run_1/class_map.png
Drawn at 4 px/micron. Fill, decap, tap and diode cells in grey.
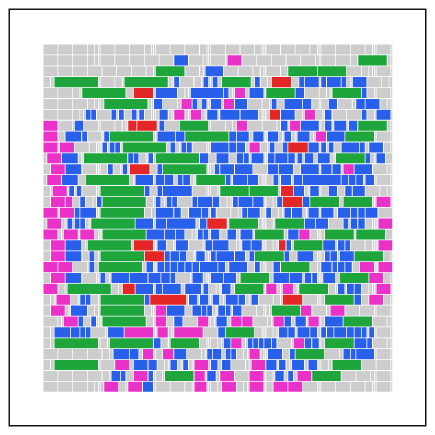
run_1/clock_wires.png
Drawn at 6 px/micron.
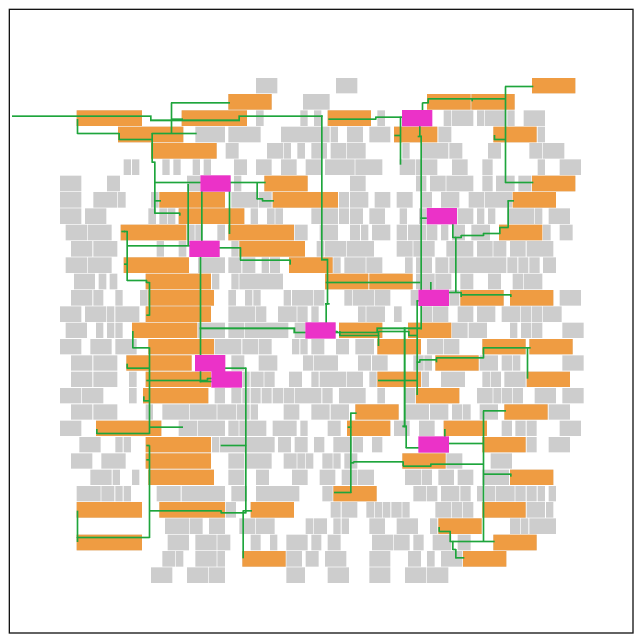
run_1/floorplan.png
Drawn at 4 px/micron. Pins as bars on the die edge.
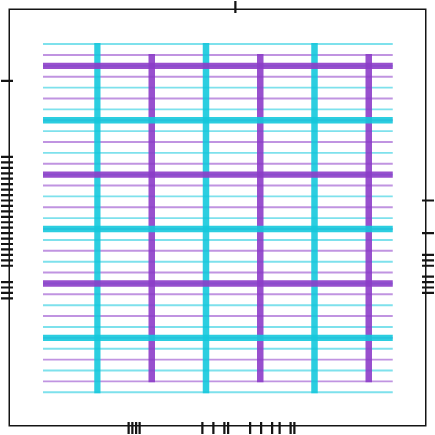
==> src/rtl/alu_share_pkg.sv <==
// Shared definitions for the two-requester arithmetic-unit sequencer:
// op codes, FSM state encoding and the default operand width.
package alu_share_pkg;

  localparam int W_DEFAULT = 6;

  localparam logic [1:0] OP_SUB = 2'b00;
  localparam logic [1:0] OP_ADD = 2'b01;
  localparam logic [1:0] OP_MUL = 2'b11;
  localparam logic [1:0] OP_BAD = 2'b10;

  typedef enum logic [1:0] {
    IDLE = 2'd0,
    EXEC = 2'd1,
    DONE = 2'd2
  } state_e;

endpackage

==> src/rtl/alu_share_mul.sv <==
// Iterative unsigned shift-add multiplier: one bit of b per cycle, LSB first.
// done_o is high during the final step; prod_o then carries the exact product.
module alu_share_mul
  import alu_share_pkg::*;
#(
  parameter int W = W_DEFAULT
) (
  input  logic           clk,
  input  logic           rst,
  input  logic           start_i,
  input  logic [W-1:0]   a_i,
  input  logic [W-1:0]   b_i,
  output logic           done_o,
  output logic [2*W-1:0] prod_o
);

  localparam int CW = $clog2(W + 1);

  logic           busy_q;
  logic [CW-1:0]  cnt_q;
  logic [2*W-1:0] acc_q;
  logic [2*W-1:0] a_sh_q;
  logic [W-1:0]   b_sh_q;
  logic [2*W-1:0] acc_d;
  logic           last;

  always_comb begin
    acc_d  = acc_q + (b_sh_q[0] ? a_sh_q : '0);
    last   = busy_q && (cnt_q == CW'(1));
    done_o = last;
    prod_o = acc_d;
  end

  always_ff @(posedge clk) begin
    if (rst) begin
      busy_q <= 1'b0;
      cnt_q  <= '0;
    end else if (start_i) begin
      busy_q <= 1'b1;
      cnt_q  <= CW'(W);
    end else if (busy_q) begin
      cnt_q <= cnt_q - CW'(1);
      if (last) busy_q <= 1'b0;
    end
  end

  // Operand shifters and accumulator carry no reset; busy_q qualifies them.
  always_ff @(posedge clk) begin
    if (start_i) begin
      acc_q  <= '0;
      a_sh_q <= {{W{1'b0}}, a_i};
      b_sh_q <= b_i;
    end else if (busy_q) begin
      acc_q  <= acc_d;
      a_sh_q <= a_sh_q << 1;
      b_sh_q <= b_sh_q >> 1;
    end
  end

endmodule

==> src/rtl/alu_share_ctrl.sv <==
// Round-robin sequencer sharing one add/sub/mul unit between two requesters,
// returning a tagged 2W-bit result over a valid/ready port.
module alu_share_ctrl
  import alu_share_pkg::*;
#(
  parameter int W = W_DEFAULT
) (
  input  logic           clk,
  input  logic           rst,
  input  logic           req0_valid,
  output logic           req0_ready,
  input  logic [W-1:0]   req0_a,
  input  logic [W-1:0]   req0_b,
  input  logic [1:0]     req0_op,
  input  logic           req1_valid,
  output logic           req1_ready,
  input  logic [W-1:0]   req1_a,
  input  logic [W-1:0]   req1_b,
  input  logic [1:0]     req1_op,
  output logic           res_valid,
  input  logic           res_ready,
  output logic [2*W-1:0] res_data,
  output logic           res_tag,
  output logic           res_err
);

  state_e         state_q, state_d;
  logic           rr_q, rr_d;
  logic [W-1:0]   a_q, b_q;
  logic [1:0]     op_q;
  logic [2*W-1:0] res_data_q, res_data_d;
  logic           res_tag_q, res_tag_d;
  logic           res_err_q, res_err_d;

  logic           gnt0, gnt1, fire0, fire1, accept;
  logic [W-1:0]   sel_a, sel_b;
  logic [1:0]     sel_op;
  logic           mul_start, mul_done;
  logic [2*W-1:0] mul_prod;

  // a-b as a (W+1)-bit two's complement value, sign-extended to 2W.
  function automatic logic [2*W-1:0] sub_ext(input logic [W-1:0] a, input logic [W-1:0] b);
    logic signed [W:0] d;
    d = $signed({1'b0, a}) - $signed({1'b0, b});
    return {{(W-1){d[W]}}, d};
  endfunction

  function automatic logic [2*W-1:0] add_ext(input logic [W-1:0] a, input logic [W-1:0] b);
    logic [W:0] s;
    s = {1'b0, a} + {1'b0, b};
    return {{(W-1){1'b0}}, s};
  endfunction

  alu_share_mul #(.W(W)) u_mul (
    .clk    (clk),
    .rst    (rst),
    .start_i(mul_start),
    .a_i    (sel_a),
    .b_i    (sel_b),
    .done_o (mul_done),
    .prod_o (mul_prod)
  );

  always_comb begin
    gnt0   = req0_valid && (!req1_valid || !rr_q);
    gnt1   = req1_valid && (!req0_valid || rr_q);
    fire0  = req0_valid && req0_ready;
    fire1  = req1_valid && req1_ready;
    accept = fire0 || fire1;
    sel_a  = fire1 ? req1_a  : req0_a;
    sel_b  = fire1 ? req1_b  : req0_b;
    sel_op = fire1 ? req1_op : req0_op;
  end

  always_ff @(posedge clk) begin
    if (rst) state_q <= IDLE;
    else     state_q <= state_d;
  end

  always_comb begin
    state_d = state_q;
    case (state_q)
      IDLE: if (accept) state_d = (sel_op == OP_BAD) ? DONE : EXEC;
      EXEC: if (op_q != OP_MUL || mul_done) state_d = DONE;
      DONE: if (res_ready) state_d = IDLE;
      default: state_d = IDLE;
    endcase
  end

  always_comb begin
    req0_ready = (state_q == IDLE) && !rst && gnt0;
    req1_ready = (state_q == IDLE) && !rst && gnt1;
    res_valid  = (state_q == DONE);
    mul_start  = accept && (sel_op == OP_MUL);
    res_data   = res_data_q;
    res_tag    = res_tag_q;
    res_err    = res_err_q;
  end

  // Result register is written on accept (tag/err) and on leaving EXEC (data).
  always_comb begin
    rr_d       = rr_q;
    res_data_d = res_data_q;
    res_tag_d  = res_tag_q;
    res_err_d  = res_err_q;
    if (accept) begin
      rr_d       = fire0;
      res_tag_d  = fire1;
      res_err_d  = (sel_op == OP_BAD);
      res_data_d = '0;
    end else if (state_q == EXEC) begin
      case (op_q)
        OP_SUB:  res_data_d = sub_ext(a_q, b_q);
        OP_ADD:  res_data_d = add_ext(a_q, b_q);
        OP_MUL:  if (mul_done) res_data_d = mul_prod;
        default: res_data_d = res_data_q;
      endcase
    end
  end

  always_ff @(posedge clk) begin
    if (rst) begin
      rr_q       <= 1'b0;
      res_data_q <= '0;
      res_tag_q  <= 1'b0;
      res_err_q  <= 1'b0;
    end else begin
      rr_q       <= rr_d;
      res_data_q <= res_data_d;
      res_tag_q  <= res_tag_d;
      res_err_q  <= res_err_d;
    end
  end

  always_ff @(posedge clk) begin
    if (accept) begin
      a_q  <= sel_a;
      b_q  <= sel_b;
      op_q <= sel_op;
    end
  end

endmodule
==> config.mk <==
export PLATFORM = sky130hd
export DESIGN_NAME = alu_share_ctrl
export DESIGN_NICKNAME = d
export VERILOG_FILES = /design/src/rtl/alu_share_pkg.sv /design/src/rtl/alu_share_mul.sv /design/src/rtl/alu_share_ctrl.sv
export SDC_FILE = /design/constraint.sdc
export NUM_CORES = 1
export LEC_CHECK = 0
export ABC_CLOCK_PERIOD_IN_PS = 2580
export CORE_MARGIN = 8
export CORE_UTILIZATION = 50
export DETAILED_ROUTE_END_ITERATION = 12
export PLACE_DENSITY = 0.76
export SLEW_MARGIN = 20
export SYNTH_ARGS = -nofsm -noshare
export SYNTH_HDL_FRONTEND = slang
export SYNTH_SLANG_ARGS = --single-unit
export TNS_END_PERCENT = 100
==> constraint.sdc <==
create_clock -name clk -period 2.58 [get_ports clk]
set_clock_uncertainty 0.2 [all_clocks]
set_input_delay 0.516 -clock clk [delete_from_list [all_inputs] [get_ports clk]]
set_output_delay 0.516 -clock clk [all_outputs]
set_load 0.02 [all_outputs]
==> metrics.sh, run 1 <==
STATUS='finished, final reports clean'
REGTOREGSETUPSLACK_PS=30
CRITICAL_PATH_ARRIVAL_PS=2630
DETAILED_PLACE_HPWL_MICRONS=6800
POWER.COMBINATIONAL.FRACTION_PCT=34.7
TIMING_WORST_SLEW_PIN_VALUE_PS=665
POSTSYNTHSEQSHARE_PCT=40.6
INTERNAL-POWER_mW=2.25
TOP_AREA_SHARE_PCT=20.3
LEAKAGE_nW=1.99
POST_SYNTH_AND_OR_NAND_NOR_AREA_FRACTION_PCT=19.6
FIRST_GLOBAL_VIAS=3220
OVERFLOW=0
YS_TOP_CELLS_BY_COUNT='58 x nor2_1, 39 x dfxtp_1, 29 x a21oi_1, 28 x nand2_1, 26 x edfxtp_1'
SETUP_TNS_PS=0
CTS_INSERTED_BUFFERS=9
CLOCK_TREE_FROM_TRITONCTS='done'
ROUTE.ANTENNA.REMAINING_NETS=0
GLOBAL_ROUTE.USAGE.MET2_PCT=28.1
SWITCHING_POWER_mW=1.11
SYNTH_CELLS=421
CRITICAL_PATH.MAX_FANOUT=4
SLEW_LIMIT_FAILS=0
FP-UTILIZATION_PCT=50.6
ANTENNA_FOUND_INITIAL=0
SYNTHXORXNORAREAFRAC_PCT=2.50
FIN_CRIT_PERIOD_PS=2550
WORST_PATH_LARGEST_CELL_DELAY_PS=420
VIAS=3165
CLK_PIN_SLEW_WORST_PATHS_PS=80
CTS-ROOT-TO-SINK-BUFFERS=2
DIE-AREA_SQ_UM=10800
DESIGN.PORTCOUNT=50
PERIOD_USED_PCT=99.0
YS_CELLS=421
CTS_NUM_SINKS=65
CTS-HOLD-FIX-BUFFERS=0
WHS_PS=258
TIMING.CRITICAL_PATH.CELLS='and2_1, ha_2, inv_2, fa_2, nor2b_4, o31a_1, o211a_1, o21a_1, or3_4, a21oi_2'
FA_HA_AREA_SHARE_PCT=9.69
ROUTED_VIA_DENSITY=5.28
FIRSTDRTPASSITERS=4
ROUTED_WIRE_LENGTH_PER_INSTANCE_MICRONS=14.6
DRIVE_GT1_SHARE_PCT=15.9
MET3ROUTEDLENGTH_MICRONS=320
SYN_AVG_CELL_AREA_SQ_UM=9.14
WORST_MIN_DELAY_PATH_CLASS='reg -> reg'
CTS_SETUP_BUFFERS=1
POST-PLACE-WS_PS=-242
PLACED_CELLS_INCL_TAPS=582
POWER_SWITCHING_SHARE_PCT=33.2
FMAX_GHz=0.391
POWER_PER_CELL_AREA_nW_PER_UM2=691
POST_SYNTH_AO_OA_AREA_FRACTION_PCT=14.8
FP_NETS=482
GRT_START_MAX_NET_PINS=33
GRT_FIRST_PASS_WIRELENGTH_MICRONS=15000
GP_CONGESTION=0.864
ROUTED_WL_MICRONS=8750
GRT_UTIL_ALL_LAYERS_PCT=16.7
CP_TOP_FAMILY='AND-OR/OR-AND gates'
ENABLE_FLOP_CELLS=26
TIMING.CRITICAL_PATH.REQUIRED_PS=2660
FINAL_HOLD_VIOL_COUNT=0
FINAL_LAYOUT_TOP_LOGIC_CELLS='58 x nor2_1, 47 x clkdlybuf4s50_1, 39 x dfxtp_1, 29 x buf_4, 28 x nand2_1'
CTS-ROOT-BUF='clkbuf_8'
WORST_SLEW_MARGIN_REL_PCT=55.7
CP_SLOWEST_CELL='edfxtp_1'
TOP_AREA_CELL='dfxtp_1'
SYNTH_WARNINGS=0
YOSYS-TOP-CELLS-AREA='dfxtp_1 20%, edfxtp_1 20%, ha_1 8.1%, nor2_1 5.7%, mux2_2 4.1%'
DIODES=0
PORT_BUFFERS=49
LAYOUTNONFILLERINSTCOUNT=600
CRITICALPATHCATEGORY='reg -> reg'
ROUTED-WL-MET2_MICRONS=4190
WARNING_COUNT=34
SYNTH_CELL_TYPES=54
MAX-CAP-VIOLATIONS=0
SEQ_CELLS_POST_SYNTH=65
CRITICAL_PATH_BUF_INV_COUNT=1
CTS_REPAIR_RESIZE_COUNT=4
TOP_SIGNAL_LAYER_USED='met4'
SYNTH_DOMINANT_CELL_COUNT='nor2_1'
FINAL_COMMON_CELL='nor2_1'
SYNTH-ASYNC-RESET-RATIO_PCT=0
DRCVIOLATIONCOUNT=0
POWER.TOTAL_mW=3.36
GRT_MOST_USED_LAYER='met2'
SYN-CELL-AREA_SQ_UM=3850
DEPTH_OF_THE_CTS_H_TREE=3
N_FILL_CELL=651
NUM-NETS-FINAL=554
SYNTH_TOP_FLOP_CELL='dfxtp_1'
SEQPWRFRAC_PCT=40.3
CRITICAL_PATH.STARTPOINT_TYPE='flop'
DETAILED_PLACE.AREA_SQ_UM=4620
SETUP.WORST_PATH.END_CLASS='flop'
POST-ROUTE-WORST-SETUP-SLACK_PS=25.1
GRT_UTIL_MET1_PCT=20.6
-- class_map.png (at the start) --
colour	class	cells	share of their area
green	sequential cells	65	33%
blue	remaining logic cells	337	47%
magenta	remaining buffers and delay cells	80	16%
red	clock drivers and dummy loads	16	4.2%
count of standard-cell rows: 32
flip-flop and latch share of the layout cell area: 32.1%
Util after Layout: 63.9%
standard cell core area: 7610 sq um
final cell area excluding filler cells: 4860 sq um

-- clock_wires.png (at the start) --
[magenta] clock-net drivers | count: 9
[orange] flip-flops | count: 65
[green] clock wires | length: 837 microns
routed clock nets	10
clock network power consumption: 0.840 mW
Insertion Delay late pin: 340 ps
share of power burned in the clock network: 25.0%

-- floorplan.png (at the start) --
colour	net
purple	VDD
cyan	VSS
signal pins	50
rows	32
Max VDD drop: 0.327 mV
die y size: 104 microns
die x size: 104 microns

==> run 1: tightest hold or removal path, delay by kind of cell, from the launching register on <==
family | cells | cell delay (ps)
flip-flops | 1 | 310
AND-OR/OR-AND | 1 | 60
AND/OR/NAND/NOR | 1 | 50
==> run 1: cell type report <==
| type | count | area (sq um) | area share (%) |
|---|---|---|---|
| multi-input cells | 312 | 2140 | 44.0 |
| flip-flops and latches | 65 | 1560 | 32.1 |
| repair buffers | 80 | 742 | 15.3 |
| clock buffers | 11 | 163 | 3.34 |
| well taps | 102 | 128 | 2.62 |
| inverters | 25 | 93.8 | 1.93 |
| clock inverters | 5 | 36.3 | 0.746 |
==> run 1: registers in the layout (all words and copies together), names as in the netlist, 2 cells and up <==
name / count
u_mul.acc_q: 12
res_data: 12
a_q: 6
op_q: 2
u_mul.b_sh_q: 6
state_q: 2
b_q: 6
u_mul.cnt_q: 3
u_mul.a_sh_q: 12
==> run 1: final timing paths <==
| check | start | to | cells after the start |
|---|---|---|---|
| setup / recovery | u_mul.b_sh_q[0]$_DFFE_PP_ | res_data[10]$_SDFFE_PP0P_ | 10 |
| hold / removal | res_tag$_SDFFE_PP0P_ | res_tag$_SDFFE_PP0P_ | 2 |
| setup reg to reg | u_mul.b_sh_q[0]$_DFFE_PP_ | res_data[10]$_SDFFE_PP0P_ | 10 |
| hold reg to reg | res_tag$_SDFFE_PP0P_ | res_tag$_SDFFE_PP0P_ | 2 |
==> run 1: power groups by stage <==
stage | clock network, mW | logic [mW] | registers [mW]
after floorplan | 0 | 0.773 | 1.35
after global placement | 0 | 1.10 | 1.37
after detailed placement | 0 | 1.13 | 1.37
after CTS | 0.861 | 1.15 | 1.35
after global routing | 0.906 | 1.30 | 1.37
final | 0.840 | 1.17 | 1.35
==> run 2: changes to the inputs <==
Settings changed: SETUP_SLACK_MARGIN set to 0.1.
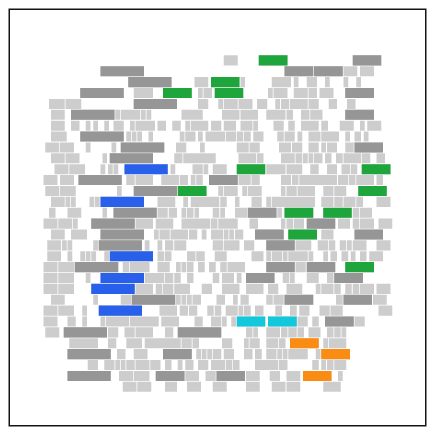
run_2/ff_map.png
Drawn at 4 px/micron.
colour	signal	placed flops
orange	`u_mul.cnt_q`	3
green	`u_mul.acc_q`	12
cyan	`state_q`	2
blue	`b_q`	6
flip-flop and latch share of the layout cell area: 31.8%
Util after Layout: 64.6%
sequential power: 1.36 mW
storage element area: 1560 sq um

==> run 2 against run 1 <==
- clock-buffer cell count is 1 higher
- synthesized area stayed put
- critical endpoint is now res_data[6]$_SDFFE_PP0P_
- maximum frequency is 0.24% higher
- worst setup slack better by 6.1 ps
- global-route usage is 0.82 points higher
- largest cell class unchanged
- synthesized cell count stayed put
- clock power is 14% higher
- combinational power hardly changed
- die size stayed put
- hold slack better by 8.2 ps
- sequential cell count stayed put
- highest routed layer unchanged
==> metrics.sh, run 2 <==
DEPTH_OF_THE_CTS_H_TREE=3  # unchanged
SEQPWRFRAC_PCT=39.1  # -1.2 points
LAYOUTNONFILLERINSTCOUNT=601  # +0.17%
DRIVE_GT1_SHARE_PCT=16.6  # +0.77 points
LEAKAGE_nW=2.01  # +0.95%
TIMING.CRITICAL_PATH.REQUIRED_PS=2620  # -40 ps
GRT_FIRST_PASS_WIRELENGTH_MICRONS=15600  # +4.0%
FINAL_LAYOUT_TOP_LOGIC_CELLS='58 x nor2_1, 47 x clkdlybuf4s50_1, 39 x dfxtp_1, 30 x buf_4, 28 x nand2_1'
POST-ROUTE-WORST-SETUP-SLACK_PS=31.3  # +6.14 ps
WARNING_COUNT=36  # +5.9%
TIMING.CRITICAL_PATH.CELLS='and2_1, ha_2, inv_2, fa_2, nor2b_4, o31a_1, or4_1, o211ai_1, a21oi_1, o221a_2'
CLK_PIN_SLEW_WORST_PATHS_PS=70  # about the same
SEQ_CELLS_POST_SYNTH=65  # unchanged
CTS_SETUP_BUFFERS=2  # +1
WORST_R2R_STARTPOINT='u_mul.b_sh_q[0]$_DFFE_PP_'
FIRST_GLOBAL_VIAS=3401  # +5.6%
STATUS='finished, final reports clean'
CLOCK_LATENCY_PS=340  # about the same
TIMING_WORST_SLEW_PIN_VALUE_PS=436  # -229 ps
N_FILL_CELL=646  # -0.77%
CRITICAL_PATH_BUF_INV_COUNT=1  # unchanged
SYN_AVG_CELL_AREA_SQ_UM=9.14  # unchanged
ROUTED_WIRE_LENGTH_PER_INSTANCE_MICRONS=15.5  # +6.3%
PLACED_CELLS_INCL_TAPS=583  # +0.17%
CRITICAL_PATH_ARRIVAL_PS=2590  # -40 ps
ROUTED_VIA_DENSITY=5.39  # +2.1%
CTS_INSERTED_BUFFERS=9  # unchanged
GRT_START_MAX_NET_PINS=33  # unchanged
GRT_UTIL_ALL_LAYERS_PCT=17.5  # +0.82 points
POWER.COMBINATIONAL.FRACTION_PCT=33.5  # -1.2 points
FINAL_COMMON_CELL='nor2_1'
CRITICAL_PATH.MAX_FANOUT=4  # unchanged
ENABLE_FLOP_CELLS=26  # unchanged
CRITICAL_PATH.STARTPOINT='u_mul.b_sh_q[0]$_DFFE_PP_'
CLOCK_TREE_FROM_TRITONCTS='done'
CTS-ROOT-TO-SINK-BUFFERS=2  # unchanged
POWER.TOTAL_mW=3.49  # +3.9%
POST-ROUTE-CELL-AREA_SQ_UM=4910  # +1.0%
PERIOD_USED_PCT=98.8  # -0.24 points
POWER_PER_CELL_AREA_nW_PER_UM2=710  # +2.9%
TOP_AREA_SHARE_PCT=20.3  # unchanged
CRITICALPATHCATEGORY='reg -> reg'
WHS_ENDPOINT='res_tag$_SDFFE_PP0P_'
WORST_HOLD_STARTPOINT='res_tag$_SDFFE_PP0P_'
CP_TOP_FAMILY='AND-OR/OR-AND gates'
CP_SLOWEST_CELL='edfxtp_1'
WHS_PS=266  # +8.25 ps
CTS-HOLD-FIX-BUFFERS=0  # unchanged
SETUP_TNS_PS=0  # unchanged
FIRSTDRTPASSITERS=4  # unchanged
SYN-CELL-AREA_SQ_UM=3850  # unchanged
SYNTH_TOP_FLOP_CELL='dfxtp_1'
POST-PLACE-WS_PS=-335  # -92.8 ps
VIAS=3237  # +2.3%
SYNTH_DOMINANT_CELL_COUNT='nor2_1'
FP_NETS=482  # unchanged
YS_TOP_CELLS_BY_COUNT='58 x nor2_1, 39 x dfxtp_1, 29 x a21oi_1, 28 x nand2_1, 26 x edfxtp_1'
YS_CELLS=421  # unchanged
DETAILED_PLACE.AREA_SQ_UM=4630  # +0.22%
FIN_CRIT_PERIOD_PS=2550  # -6.14 ps
GP_CONGESTION=0.851  # -1.6%
REGTOREGSETUPSLACK_PS=30  # about the same
CTS_REPAIR_RESIZE_COUNT=8  # +4
SYNTH_CELLS=421  # unchanged
POWER_SWITCHING_SHARE_PCT=32.5  # -0.71 points
POWERCOMB_mW=1.17  # about the same
SETUP.WORST_PATH.END_CLASS='flop'
PORT_BUFFERS=49  # unchanged
YOSYS-TOP-CELLS-AREA='dfxtp_1 20%, edfxtp_1 20%, ha_1 8.1%, nor2_1 5.7%, mux2_2 4.1%'
ROWS=32  # unchanged
INTERNAL-POWER_mW=2.36  # +5.0%
HOLDPATHSTAGES=2  # unchanged
CLKPWRFRAC_PCT=27.5  # +2.5 points
DRCVIOLATIONCOUNT=0  # unchanged
-- run 2: cell counts after synthesis --
No cell type changed its count.
-- run 2: how the worst max path moves through the flow --
stage / to / cells past startpoint
3_3_place_gp: u_mul.a_sh_q[0]$_SDFFCE_PP0P_ / 8
5_1_grt: res_data[6]$_SDFFE_PP0P_ / 10
2_1_floorplan: res_data[10]$_SDFFE_PP0P_ / 11
3_5_place_dp: u_mul.acc_q[8]$_SDFFE_PN0P_ / 10
6_report: res_data[6]$_SDFFE_PP0P_ / 10
4_1_cts: res_data[6]$_SDFFE_PP0P_ / 10
-- run 2: layout make-up --
| type | count | area, sq um | area share (%) |
|---|---|---|---|
| multi-input combinational | 312 | 2160 | 44.0 |
| sequential | 65 | 1560 | 31.8 |
| timing repair buffer | 81 | 746 | 15.2 |
| clock buffer | 12 | 176 | 3.59 |
| tap | 102 | 128 | 2.60 |
| inverter | 25 | 93.8 | 1.91 |
| clock inverter | 4 | 46.3 | 0.942 |
-- run 2: worst register-to-register path: stages, from the launching register on --
cell and delay, ps:
edfxtp_1 420, and2_1 160, ha_2 170, inv_2 50, fa_2 220, nor2b_4 50, o31a_1 270, or4_1 410
o211ai_1 150, a21oi_1 110, o221a_2 230
-- run 2: logic make-up (layout without fill, tap and decap cells) --
family	Yosys count	in the layout	share of synthesized area (%)
buffers and inverters	44	122	4.85
XOR/XNOR	11	11	2.50
flip-flops	65	65	40.6
multiplexers	29	29	8.00
adder cells (fa/ha/maj)	28	28	9.69
AND-OR/OR-AND	90	90	14.8
AND/OR/NAND/NOR	154	154	19.6
-- run 2: metal layers --
| metal | wire length [microns] | track usage, % |
|---|---|---|
| met4 | 271 | 8.48 |
| met5 | 0 | 0 |
| met2 | 4550 | 30.3 |
| met1 | 4080 | 20.0 |
| met3 | 417 | 3.78 |
==> run 3: changes to the inputs <==
Settings changed: SLEW_MARGIN 20 to not set.
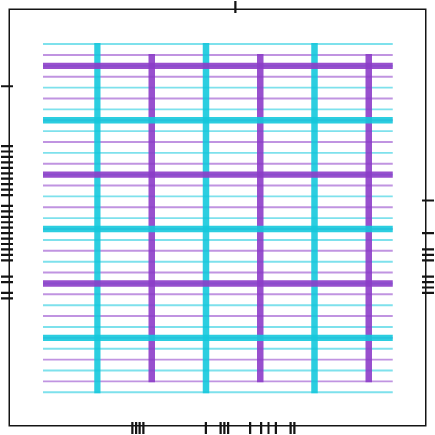
run_3/floorplan.png
Drawn at 4 px/micron. Pins as bars on the die edge.
Max VDD drop: 0.337 mV

==> run 3 against run 2 <==
- synthesized area unchanged
- non-clock buffer count unchanged
- combinational power about the same
- sequential share of layout area unchanged
- sequential power about the same
- final cell count unchanged
- via count unchanged
- design area unchanged
==> metrics.sh, run 3 <==
STATUS='finished, final reports clean'
CLOCK_LATENCY_PS=340  # about the same
GRT_START_MAX_NET_PINS=33  # unchanged
CRITICAL_PATH.MAX_FANOUT=4  # unchanged
DETAILED_PLACE.AREA_SQ_UM=4630  # unchanged
SETUP.WORST_PATH.END_CLASS='flop'
FIRST_GLOBAL_VIAS=3401  # unchanged
FIN_CRIT_PERIOD_PS=2550  # unchanged
LEAKAGE_nW=2.01  # unchanged
ANTENNA_FOUND_INITIAL=0
WHS_ENDPOINT='res_tag$_SDFFE_PP0P_'
ROWS=32  # unchanged
HOLDPATHSTAGES=2  # unchanged
SYN-CELL-AREA_SQ_UM=3850  # unchanged
CRITICAL_PATH_ARRIVAL_PS=2590  # about the same
GP_CONGESTION=0.851  # unchanged
SYNTH_CELLS=421  # unchanged
SEQ_CELLS_POST_SYNTH=65  # unchanged
TIMING_WORST_SLEW_PIN_VALUE_PS=436  # unchanged
DRCVIOLATIONCOUNT=0  # unchanged
SETUP-VIOLATIONS-FINAL=0
FINAL_COMMON_CELL='nor2_1'
SYNTH_DOMINANT_CELL_COUNT='nor2_1'
ENABLE_FLOP_CELLS=26  # unchanged
MULTIINPUTGATEAREA_SQ_UM=2160  # unchanged
DEPTH_OF_THE_CTS_H_TREE=3  # unchanged
VIAS=3237  # unchanged
PERIOD_USED_PCT=98.8  # unchanged
LAYOUTNONFILLERINSTCOUNT=601  # unchanged
POST-ROUTE-CELL-AREA_SQ_UM=4910  # unchanged
TOP_AREA_SHARE_PCT=20.3  # unchanged
YOSYS-TOP-CELLS-AREA='dfxtp_1 20%, edfxtp_1 20%, ha_1 8.1%, nor2_1 5.7%, mux2_2 4.1%'
CRITICALPATHCATEGORY='reg -> reg'
LAYOUT.CORE_UTILIZATION_PCT=64.6  # unchanged
POWER_PER_CELL_AREA_nW_PER_UM2=710  # unchanged
FINAL_LAYOUT_TOP_LOGIC_CELLS='58 x nor2_1, 47 x clkdlybuf4s50_1, 39 x dfxtp_1, 30 x buf_4, 28 x nand2_1'
WARNING_COUNT=36  # unchanged
YS_TOP_CELLS_BY_COUNT='58 x nor2_1, 39 x dfxtp_1, 29 x a21oi_1, 28 x nand2_1, 26 x edfxtp_1'
WORST_HOLD_STARTPOINT='res_tag$_SDFFE_PP0P_'
N_FILL_CELL=646  # unchanged
FMAX_GHz=0.392
GRT_UTIL_ALL_LAYERS_PCT=17.5  # unchanged
TIMING.CRITICAL_PATH.REQUIRED_PS=2620  # about the same
GRT_FIRST_PASS_WIRELENGTH_MICRONS=15600  # unchanged
FIRSTDRTPASSITERS=4  # unchanged
ROUTED_WIRE_LENGTH_PER_INSTANCE_MICRONS=15.5  # unchanged
CTS-HOLD-FIX-BUFFERS=0  # unchanged
YS_CELLS=421  # unchanged
CTS_SETUP_BUFFERS=2  # unchanged
ROUTED_VIA_DENSITY=5.39  # unchanged
WHS_PS=266  # unchanged
SYN_AVG_CELL_AREA_SQ_UM=9.14  # unchanged
CLOCK_TREE_FROM_TRITONCTS='done'
CRIT_END='res_data[6]$_SDFFE_PP0P_'
CTS-ROOT-TO-SINK-BUFFERS=2  # unchanged
SYNTH_TOP_FLOP_CELL='dfxtp_1'
CTS_REPAIR_RESIZE_COUNT=8  # unchanged
CRITICAL_PATH.STARTPOINT='u_mul.b_sh_q[0]$_DFFE_PP_'
WORST_R2R_STARTPOINT='u_mul.b_sh_q[0]$_DFFE_PP_'
CLK_PIN_SLEW_WORST_PATHS_PS=70  # about the same
DRIVE_GT1_SHARE_PCT=16.6  # unchanged
CTS_INSERTED_BUFFERS=9  # unchanged
PLACED_CELLS_INCL_TAPS=583  # unchanged
FINAL-SEQ-AREA_SQ_UM=1560  # unchanged
-- run 3: kinds of logic (layout without fill, tap and decap cells) --
logic type / after synthesis / after routing / share of synthesized area [%]
AND/OR/NAND/NOR: 154 / 154 / 19.6
AND-OR/OR-AND: 90 / 90 / 14.8
flip-flops: 65 / 65 / 40.6
buffers and inverters: 44 / 122 / 4.85
multiplexers: 29 / 29 / 8.00
adder cells (fa/ha/maj): 28 / 28 / 9.69
XOR/XNOR: 11 / 11 / 2.50
-- run 3: cell type report --
class / count / share of cell area, %
Clock inverter: 4 / 0.942
Multi-Input combinational cell: 312 / 44.0
Clock buffer: 12 / 3.59
Sequential cell: 65 / 31.8
Inverter: 25 / 1.91
Tap cell: 102 / 2.60
Timing Repair Buffer: 81 / 15.2
-- run 3: worst max-delay path, stage by stage (launching register included) --
cell	delay [ps]
edfxtp_1	420
and2_1	160
ha_2	170
inv_2	50
fa_2	220
nor2b_4	50
o31a_1	270
or4_1	410
o211ai_1	150
a21oi_1	110
o221a_2	230
-- run 3: layer usage --
metal	wire (microns)	up-vias	global-route usage [%]
met4	271	0	8.48
li1	-	1622	-
met3	417	22	3.78
met5	0	-	0
met2	4550	82	30.3
met1	4080	1511	20.0
-- run 3: where the power goes --
group	internal [mW]	switching, mW	leakage, nW
combinational	0.556	0.612	1.33
sequential	1.25	0.117	0.564
clock	0.555	0.404	0.118
total	2.36	1.13	2.01
-- run 3: through the flow --
step	setup slack (ps)	power, mW	TNS (ps)
6_report	31.3	3.49	0
3_5_place_dp	-335	2.51	-7930
5_1_grt	-101	3.69	-422
3_3_place_gp	-244	2.45	-6540
2_1_floorplan	34.8	2.12	0
4_1_cts	18.5	3.48	0
Power figures rest on the tool's default switching activity, not on a simulated workload.
